**src/rtl/tl_ul_reg_bridge_pkg.sv**
```systemverilog
// Shared TileLink-UL definitions: opcodes, D-channel param width and the
// bridge FSM state type.
package tl_ul_reg_bridge_pkg;

  localparam logic [2:0] TL_PUT_FULL        = 3'd0;
  localparam logic [2:0] TL_PUT_PARTIAL     = 3'd1;
  localparam logic [2:0] TL_GET             = 3'd4;
  localparam logic [2:0] TL_ACCESS_ACK      = 3'd0;
  localparam logic [2:0] TL_ACCESS_ACK_DATA = 3'd1;

  localparam int D_PARAM_W = 2;

  typedef enum logic [1:0] {
    ST_IDLE,
    ST_ACCESS,
    ST_RESP
  } state_e;

  // A request reaches the register side only for a supported opcode with a
  // single-beat size that is naturally aligned.
  function automatic logic req_legal(input logic [2:0] opcode,
                                     input logic [2:0] size,
                                     input logic [1:0] addr_lsb);
    logic op_ok;
    logic align_ok;
    op_ok = (opcode == TL_PUT_FULL) || (opcode == TL_PUT_PARTIAL) ||
            (opcode == TL_GET);
    case (size)
      3'd0:    align_ok = 1'b1;
      3'd1:    align_ok = (addr_lsb[0] == 1'b0);
      3'd2:    align_ok = (addr_lsb == 2'b00);
      default: align_ok = 1'b0;
    endcase
    return op_ok && align_ok;
  endfunction

endpackage

```
**src/rtl/tl_ul_reg_bridge.sv**
```systemverilog
// TL-UL slave to simple register-bus bridge: one outstanding transaction,
// denied responses for unsupported requests and register-side timeouts.
module tl_ul_reg_bridge
  import tl_ul_reg_bridge_pkg::*;
#(
  parameter int ADDR_W  = 32,
  parameter int SRC_W   = 2,
  parameter int TIMEOUT = 255
) (
  input  logic                 clock,
  input  logic                 reset_n,
  input  logic                 a_valid,
  output logic                 a_ready,
  input  logic [2:0]           a_opcode,
  input  logic [2:0]           a_param,
  input  logic [2:0]           a_size,
  input  logic [SRC_W-1:0]     a_source,
  input  logic [ADDR_W-1:0]    a_address,
  input  logic [3:0]           a_mask,
  input  logic [31:0]          a_data,
  output logic                 d_valid,
  input  logic                 d_ready,
  output logic [2:0]           d_opcode,
  output logic [D_PARAM_W-1:0] d_param,
  output logic [2:0]           d_size,
  output logic [SRC_W-1:0]     d_source,
  output logic [31:0]          d_data,
  output logic                 d_denied,
  output logic                 d_corrupt,
  output logic                 reg_req,
  output logic                 reg_we,
  output logic [ADDR_W-1:0]    reg_addr,
  output logic [3:0]           reg_be,
  output logic [31:0]          reg_wdata,
  input  logic                 reg_ack,
  input  logic [31:0]          reg_rdata,
  input  logic                 reg_err
);

  localparam int CNT_W = $clog2(TIMEOUT + 1);

  state_e              state_reg, state_next;
  logic [CNT_W-1:0]    cnt_reg, cnt_next;
  logic                run_reg;
  logic [2:0]          op_reg, op_next;
  logic [2:0]          size_reg, size_next;
  logic [SRC_W-1:0]    source_reg, source_next;
  logic [ADDR_W-1:2]   addr_reg, addr_next;
  logic [3:0]          mask_reg, mask_next;
  logic [31:0]         data_reg, data_next;
  logic [31:0]         rdata_reg, rdata_next;
  logic                denied_reg, denied_next;
  logic                is_get;
  logic                unused_param;

  // TL-UL carries no meaningful A-channel param for these opcodes.
  assign unused_param = ^a_param;

  always_ff @(posedge clock or negedge reset_n) begin
    if (!reset_n) begin
      state_reg  <= ST_IDLE;
      cnt_reg    <= '0;
      run_reg    <= 1'b0;
      op_reg     <= '0;
      size_reg   <= '0;
      source_reg <= '0;
      addr_reg   <= '0;
      mask_reg   <= '0;
      data_reg   <= '0;
      rdata_reg  <= '0;
      denied_reg <= 1'b0;
    end else begin
      state_reg  <= state_next;
      cnt_reg    <= cnt_next;
      run_reg    <= 1'b1;
      op_reg     <= op_next;
      size_reg   <= size_next;
      source_reg <= source_next;
      addr_reg   <= addr_next;
      mask_reg   <= mask_next;
      data_reg   <= data_next;
      rdata_reg  <= rdata_next;
      denied_reg <= denied_next;
    end
  end

  always_comb begin
    state_next  = state_reg;
    cnt_next    = cnt_reg;
    op_next     = op_reg;
    size_next   = size_reg;
    source_next = source_reg;
    addr_next   = addr_reg;
    mask_next   = mask_reg;
    data_next   = data_reg;
    rdata_next  = rdata_reg;
    denied_next = denied_reg;
    case (state_reg)
      ST_IDLE: begin
        if (a_valid && a_ready) begin
          op_next     = a_opcode;
          size_next   = a_size;
          source_next = a_source;
          addr_next   = a_address[ADDR_W-1:2];
          mask_next   = a_mask;
          data_next   = a_data;
          rdata_next  = '0;
          cnt_next    = '0;
          if (req_legal(a_opcode, a_size, a_address[1:0])) begin
            denied_next = 1'b0;
            state_next  = ST_ACCESS;
          end else begin
            denied_next = 1'b1;
            state_next  = ST_RESP;
          end
        end
      end
      ST_ACCESS: begin
        // An acknowledge in the final allowed cycle takes priority over timeout.
        if (reg_ack) begin
          rdata_next  = reg_rdata;
          denied_next = reg_err;
          cnt_next    = '0;
          state_next  = ST_RESP;
        end else if (cnt_reg == CNT_W'(TIMEOUT - 1)) begin
          denied_next = 1'b1;
          cnt_next    = '0;
          state_next  = ST_RESP;
        end else begin
          cnt_next = cnt_reg + CNT_W'(1);
        end
      end
      ST_RESP: begin
        if (d_ready) begin
          state_next = ST_IDLE;
        end
      end
      default: state_next = ST_IDLE;
    endcase
  end

  assign is_get = (op_reg == TL_GET);

  assign a_ready   = run_reg && (state_reg == ST_IDLE);
  assign reg_req   = (state_reg == ST_ACCESS);
  assign reg_we    = reg_req && !is_get;
  assign reg_addr  = {addr_reg, 2'b00};
  assign reg_be    = is_get ? 4'hF : mask_reg;
  assign reg_wdata = data_reg;

  assign d_valid   = (state_reg == ST_RESP);
  assign d_opcode  = is_get ? TL_ACCESS_ACK_DATA : TL_ACCESS_ACK;
  assign d_param   = '0;
  assign d_size    = size_reg;
  assign d_source  = source_reg;
  assign d_denied  = denied_reg;
  assign d_corrupt = denied_reg && is_get;
  assign d_data    = (is_get && !denied_reg) ? rdata_reg : 32'h0;

endmodule

```
**config.mk**
```make
export PLATFORM = sky130hd
export DESIGN_NAME = tl_ul_reg_bridge
export DESIGN_NICKNAME = d
export VERILOG_FILES = /design/src/rtl/tl_ul_reg_bridge_pkg.sv /design/src/rtl/tl_ul_reg_bridge.sv
export SDC_FILE = /design/constraint.sdc
export NUM_CORES = 1
export LEC_CHECK = 0
export CORE_ASPECT_RATIO = 0.5
export CORE_MARGIN = 2
export CORE_UTILIZATION = 40
export CTS_CLUSTER_DIAMETER = 200
export CTS_CLUSTER_SIZE = 28
export DETAILED_ROUTE_END_ITERATION = 6
export PLACE_DENSITY_LB_ADDON = 0.1
export SLEW_MARGIN = 20
export SYNTH_ARGS = -nofsm -noshare
export SYNTH_HDL_FRONTEND = slang
export SYNTH_SLANG_ARGS = --single-unit
export TNS_END_PERCENT = 50
```
**constraint.sdc**
```tcl
create_clock -name clock -period 3.1 [get_ports clock]
set_input_delay 0.62 -clock clock [delete_from_list [all_inputs] [get_ports clock]]
set_output_delay 0.62 -clock clock [all_outputs]
set_load 0.03 [all_outputs]
```
==> out/metrics.cfg <==
[flow_run]
log.warning_count=32

[setup_path]
r2r_end=rdata_reg[31]
crit_chain=nor2b_2 -> nor2b_1 -> clkdlybuf4s50_1
cp_slowest_stage_delay_ns=0.70
reg2regPathDepth=5
cp_slowest_cell=clkdlybuf4s50_1
cp.arrival_ns=2.15
start_kind=flop

[synthesis]
yosys_area_um2=5006
ys_async_sr_fraction_pct=100.0
synth_stat.cells=420
top_area_share_pct=58.99
ys.flops=118
synth.most_common_cell=dfrtp_1
synth_area_um2=5006
top_area_cell=dfrtp_1
synth_warnings=0
top_cells_by_count=dfrtp_1 (118), mux2_1 (74), nand2_1 (68)
postSynthSeqShare_pct=58.99

[route]
vias_per_cell=4.678
antenna_left=0
firstDrtPassIters=4

[clocking]
clockBufferDepth=2
path_clk_slew_ns=0.05
tritoncts=yes
postCtsSetupRepairBufs=0
cts.sinks=118
cts_inserted_buffers=17

[pwr]
power.leakage_nw=3.576
finalPower_mw=5.578

[finish]
fillCellCount=966
n_antenna_cell=0
layout.cells.non_filler=824

[run_status]
status=complete, no violations

[grt]
busiest_layer=met2
grt_first_pass_wirelength_um=20110
grt-ovfl-total=0
grt_start_max_net_pins=119
grtUsageMet2_pct=30.95
antenna_found_initial=0

[placed_design]
hpwl_um=8582

[die]
ios=233
chipArea_um2=13480
rows=28
die_x_um=162.2
fp-utilization_pct=41.66

[final_timing]
slew_violations=0

final cells by class:
class                           instances  share of cell area (%)
Sequential cell                       118                   37.21
Timing Repair Buffer                  233                   28.35
Multi-Input combinational cell        273                   23.81
Clock buffer                           19                   5.582
Tap cell                              165                   2.602
Clock inverter                         12                   2.255
Inverter                                4                  0.1892
cells by family after synthesis:
| logic type | share of synthesized area [%] |
|---|---|
| muxes | 16.65 |
| AOI/OAI and AO/OA | 2.800 |
| DFF | 58.99 |
| and+or+nand+nor | 16.62 |
| other | 0.1500 |
| xor gates and xnor gates | 0.3500 |
| adders and majority gates | 0.4998 |
| buffers and inverters | 3.949 |
layout by cell type, fill, tap and decap left out, types with 2 or more instances in the layout:
cell type	count
buf_12	2
buf_4	41
clkinvlp_4	3
clkbuf_16	17
xnor2_1	2
nor3_4	2
nor3b_2	2
clkdlybuf4s50_1	190
a22o_1	2
clkinv_4	3
o2bb2ai_1	2
or2_2	4
ha_1	2
dfrtp_1	118
nand2_1	68
inv_1	3
clkinv_2	2
o21ai_1	7
nor2_1	6
o21ai_0	2
and2_1	33
mux2_1	74
nor3_1	4
conb_1	7
nand3_1	36
nor2b_1	4
bufinv_16	4
metrics by stage:
step	hold slack [ns]	cell area, um2
after floorplan	0.3244	5025
after global placement	0.4408	7313
after detailed placement	0.4473	7313
after CTS	0.3306	7935
after global routing	0.3082	7935
final	0.2595	7935
metal layers:
metal	part of all wire, %	up-vias
met3	10	9
met1	41	1852
met5	0	-
li1	-	1858
met4	0.83	0
met2	48	136
power by group:
part / total, mW / switching [mW] / internal (mW)
Combinational: 1.59 / 0.862 / 0.725
Clock: 2.06 / 0.696 / 1.36
Sequential: 1.93 / 0.133 / 1.80
Total: 5.58 / 1.69 / 3.89
worst max path at each step:
stage,from,endpoint,slack [ns],cells after the start
2_1_floorplan,op_reg[1],d_data[10],1.10,4
3_3_place_gp,op_reg[1],d_corrupt,0.73,3
3_5_place_dp,op_reg[1],d_corrupt,0.70,3
4_1_cts,op_reg[1],reg_be[0],0.24,3
5_1_grt,state_reg[1],reg_we,0.20,3
6_report,state_reg[1],reg_we,0.33,3
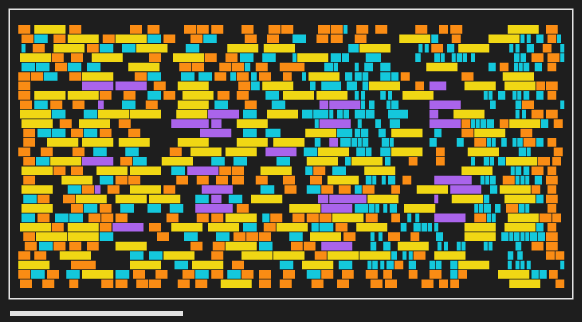
(images/placement_by_type.png)
The bar under the picture is 50 um long.
legend:
  clock drivers and dummy loads:
    color: purple
    cells: 31
    share_of_their_area: 8.0%
  other buffers and delay cells:
    color: orange
    cells: 233
    share_of_their_area: 29%
  combinational and other logic:
    color: cyan
    cells: 277
    share_of_their_area: 25%
  flops:
    color: yellow
    cells: 118
    share_of_their_area: 38%

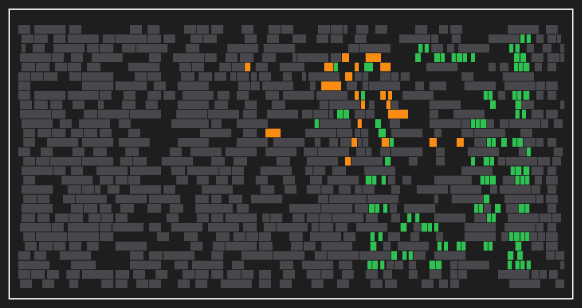
(images/logic_types.png)
legend:
  NOR gates:
    color: orange
    cells: 21
  NAND gates:
    color: green
    cells: 106

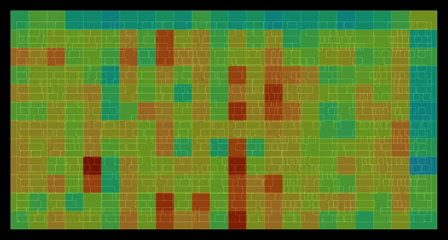
(images/congestion.png)
met1 Usage GRT: 22.25%
WL per Instance: 14.89 um
met3 Use GR: 9.191%
final core occ: 66.04%
Total GRT Usage: 19.01%

No activity file was given, so power comes from the tool's default toggle rates.
